**Routing congestion map**

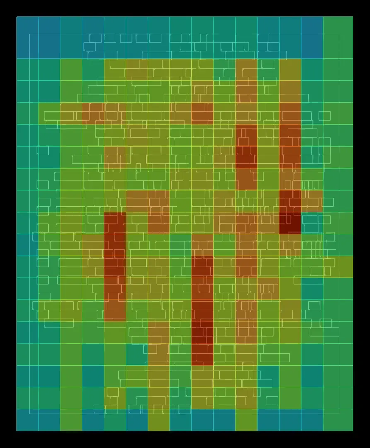
**Wires at chosen ports, followed through buffers**

Scale bar: 20 um.
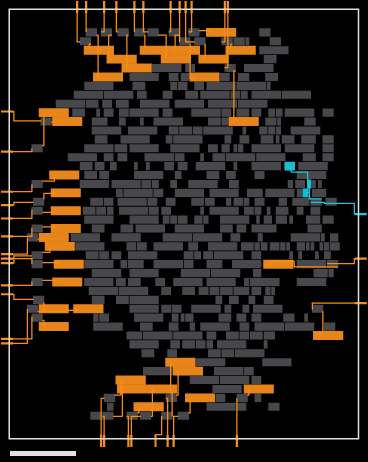
**Cell area per tile**

Scale bar: 20 um. 11 x 13 tiles, from black (low) to pale yellow (high), 0 to 100% covered.
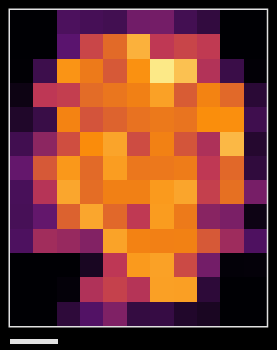
**Placed cells, one color a class**

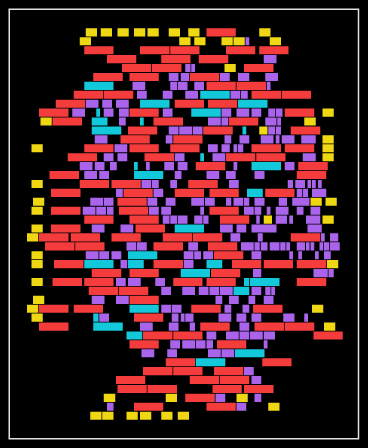
Design hex_bin_reader, sky130hd; sources not shown.
==> notes.md <==
The synthesis and PnR run went through. The report puts the cell count of the worst reg-to-reg path at 7. Count of placed standard cells including taps landed at about 550. Yosys mapped a number of flops with a built-in enable equal to 0. The first global-routing pass estimated ~15,000 um of wire.

The flow ran to the end, and the final reports show no timing, DRC or antenna violations. Number of setup violations in the final report landed at 0. Per the TritonCTS log, the buffer count is 17. Worst setup slack after layout landed at 4870 ps. Across every metal layer, demand over resource in global routing totals between 10% and 20%.

The cell sitting at the root of the clock tree is a sky130_fd_sc_hd__clkbuf_16. In the synthesized netlist the async set-or-reset flop fraction comes to 100%. Per the Yosys statistics, synthesis produced around 340 cells. Number of nets with antenna violations after detailed routing landed at 0.

After detailed routing, the number of remaining DRC violations is 0. Number of synthesized register bits landed at 121. Total clock network power landed at between 0.6 and 0.7 mW.

Yosys reports a chip area of between 0.004 and 0.005 mm^2. The number of gates resized after CTS was 0. Per the layout area report, the register area comes to between 0.003 and 0.004 mm^2. Per the run report, area growth between synthesis and finish was 25.1%. Share of layout cells above drive strength 1 landed at 15.6%. For reference, the post-synthesis area per instance comes to 14.1 um^2. Max-cap violations in this run came to 0. The routed layout has 2,741 vias. The post-CTS hold buffer count recorded in the log is 0. The flow reports an fmax of 283 MHz. The pre-antenna-repair detailed-routing pass consisted of 4 iterations. TritonCTS built the clock tree. The timing report gives the clock slew at the launch and capture registers of the worst setup and hold paths as ~50 ps. Final tally of max-slew violations landed at 0. Setup repair after global routing left no endpoint under its margin. Relative max-transition margin landed at ~41%.

The largest part of the power goes to the clock network. Part of the cycle the worst path needs landed at a little over two fifths. Biggest fanout along the worst timing path landed at 5. Number of fillers in the final layout landed at 1,059. The min-delay analysis places its worst path in the category flop to flop. Cell leakage power landed at between 2 and 3 nW. Per report_power, the Sequential row totals approximately 0.62 mW. The stage logs contain a warning count of 29. In this run the deepest clock path goes through 2 buffers. Counting every net in the synthesized netlist gives about 380.

Across all hold checks on the routed design, the worst slack comes to roughly 490 ps. Post-synth the commonest register cell is sky130_fd_sc_hd__dfrtp_1. Number of H-tree levels landed at 4. STA puts the critical path data required time at 6720 ps. Pre-CTS setup slack landed at 4840 ps. Total power landed at approximately 1.3 mW. In the final report, the number of hold violations comes to 0. In this run the cell area of the synthesized design comes to about 0.0048 mm^2. Power per cell area landed at approximately 220 mW/mm^2.

Per the GRT congestion report, total overflow comes to 0. The clock drives around 120 sinks. Average routed wire per standard cell landed at ~16 um. After synthesis, the netlist uses 33 different library cells.

Total die area landed at between 0.01 and 0.015 mm^2. Detailed placement reports a standard cell area of around 0.0055 mm^2. On the critical path the data arrives at around 1900 ps.

The most common logic cells in the final layout are 121 x sky130_fd_sc_hd__dfrtp_1, 49 x sky130_fd_sc_hd__clkdlybuf4s50_1, 38 x sky130_fd_sc_hd__xor2_1, 35 x sky130_fd_sc_hd__mux2_2, 32 x sky130_fd_sc_hd__xnor2_1. The share of total power dissipated in combinational logic is 4.2%. 0 antenna diodes ended up in the layout. Wire length reported by the detailed router landed at slightly above 9000 um.

By instance count after routing, the leading logic cell type is sky130_fd_sc_hd__dfrtp_1. Time the worst path needs with I/O delays and setup landed at between 3000 and 4000 ps. Die width landed at approximately 110 um. Switching power summed over all nets landed at 0.270 mW. Number of instances on the worst hold path landed at 1. Number of setup buffers added after CTS landed at 0. HPWL reported at the end of detailed placement landed at roughly 6600 um. Maximum number of pins on one net before global-route repair landed at 74. Number of antenna violations at the first check in global routing landed at 0. Multi-input logic area landed at 0.00170 mm^2.

STA classifies the critical path startpoint as a flop. Fraction of power consumed by the clock network landed at between 40% and 50%. Filler-free cell count of the finished design landed at 578. The worst setup path is of the flop to output port kind.

After routing, the total negative slack on setup checks comes to 0 ps. The via count of the first global-routing pass came to approximately 3,000. Post-synthesis sequential area ratio landed at 63.0%. Per the skew report, the later register of the worst-skew pair sees a clock latency of ~400 ps. Largest voltage drop on the vdd net landed at 116 uV.

Height of the chip landed at 131 um. In the routed layout, each cell is associated on average with a via count of between 4 and 5. The worst setup path is captured at an output port. The internal portion of the total power is 1.05 mW.

Net count reported at finish landed at between 400 and 500. The transition time recorded at the tightest slew-check pin is 880 ps. Starting DRC count in detailed routing landed at roughly 110. The power report lists the combinational group at approximately 0.055 mW. Warnings reported by Yosys during synthesis add up to 0. The final timing report lists clock skew as 6.84 ps. Sequential fraction of design power landed at between 40 and 50%. Switching part of the total landed at between 20% and 30%. In this run the register-to-register setup slack is about 5200 ps.
Back to the opening pictures, 'routing congestion map':
gr busiest metal: met2
core occupancy in the finished layout: 51.6%

Back to the opening pictures, 'wires at chosen ports, followed through buffers':
color	port	bits	direction	end cells	wire
orange	`i_bin_HEXs`	35	input	35	578 um
cyan	`i_ready`	1	input	3	38.7 um
io pins: 50
number of buffers added on ports: 49

Back to the opening pictures, 'cell area per tile':
nearly empty tiles	17%
emptiest ninth of the die	bottom left
tiles over 75% full	16%
mean over tiles	42%
densest ninth of the die	middle
fullest tile	95%
Std-Cell Core Area: 0.0117 mm^2
fp_density: 41.2%

Back to the opening pictures, 'placed cells, one color a class':
color	class	cells	share of their area
cyan	clock drivers and dummy loads	30	9.2%
purple	all other logic	215	30%
yellow	other buffers and delay cells	51	8.7%
red	flip-flops	121	52%
number of placement rows: 44
final non-filler cell area: 0.00602 mm^2
flop share of the area: 50.3%

-- kinds of logic (layout without fill, tap and decap cells) --
family | Yosys count | in the layout | synth area share [%]
simple gates | 65 | 65 | 8.22
buf+inv | 18 | 94 | 1.80
compound gates | 17 | 17 | 2.58
flops | 121 | 121 | 63.0
xor+xnor | 70 | 70 | 12.7
mux | 45 | 45 | 10.4
fa+ha+maj | 5 | 5 | 1.30
-- critical path, cell delays in order, from the launching register on --
cell	delay, ps
sky130_fd_sc_hd__dfrtp_1	400
sky130_fd_sc_hd__inv_1	90
sky130_fd_sc_hd__ha_1	260
sky130_fd_sc_hd__clkdlybuf4s50_1	710
-- synthesized netlist by cell type (all sizes together) (2+ instances only) --
master	n	share of area, %
nor2	10	0.78
nand2	5	0.39
o211ai	3	0.47
o2bb2ai	2	0.36
buf	5	0.78
o21ai	4	0.42
nor3	2	0.21
xnor2	32	5.8
dfrtp	121	63
mux2i	5	1.0
and4	5	0.91
nor2b	2	0.26
nor3b	2	0.31
nand3	6	0.62
xor2	38	6.9
nand4	10	1.3
inv	13	1.0
mux2	40	9.4
ha	5	1.3
a21oi	4	0.42
nor4	16	2.4
or4	2	0.31
-- routing by layer --
| metal | up-vias | track usage [%] | wire, um |
|---|---|---|---|
| li1 | 1313 | - | - |
| met5 | - | 0 | 0 |
| met1 | 1371 | 17.8 | 3970 |
| met3 | 13 | 3.39 | 260 |
| met4 | 0 | 6.86 | 163 |
| met2 | 44 | 24.8 | 4740 |
-- cell type report --
cell class	count	area share, %
sequential	121	50.3
multi-input combinational	202	28.2
clock buffer	28	8.75
timing repair buffer	51	8.40
tap	161	3.35
inverter	13	0.852
clock inverter	2	0.166
Power and IR drop assume default switching activity.
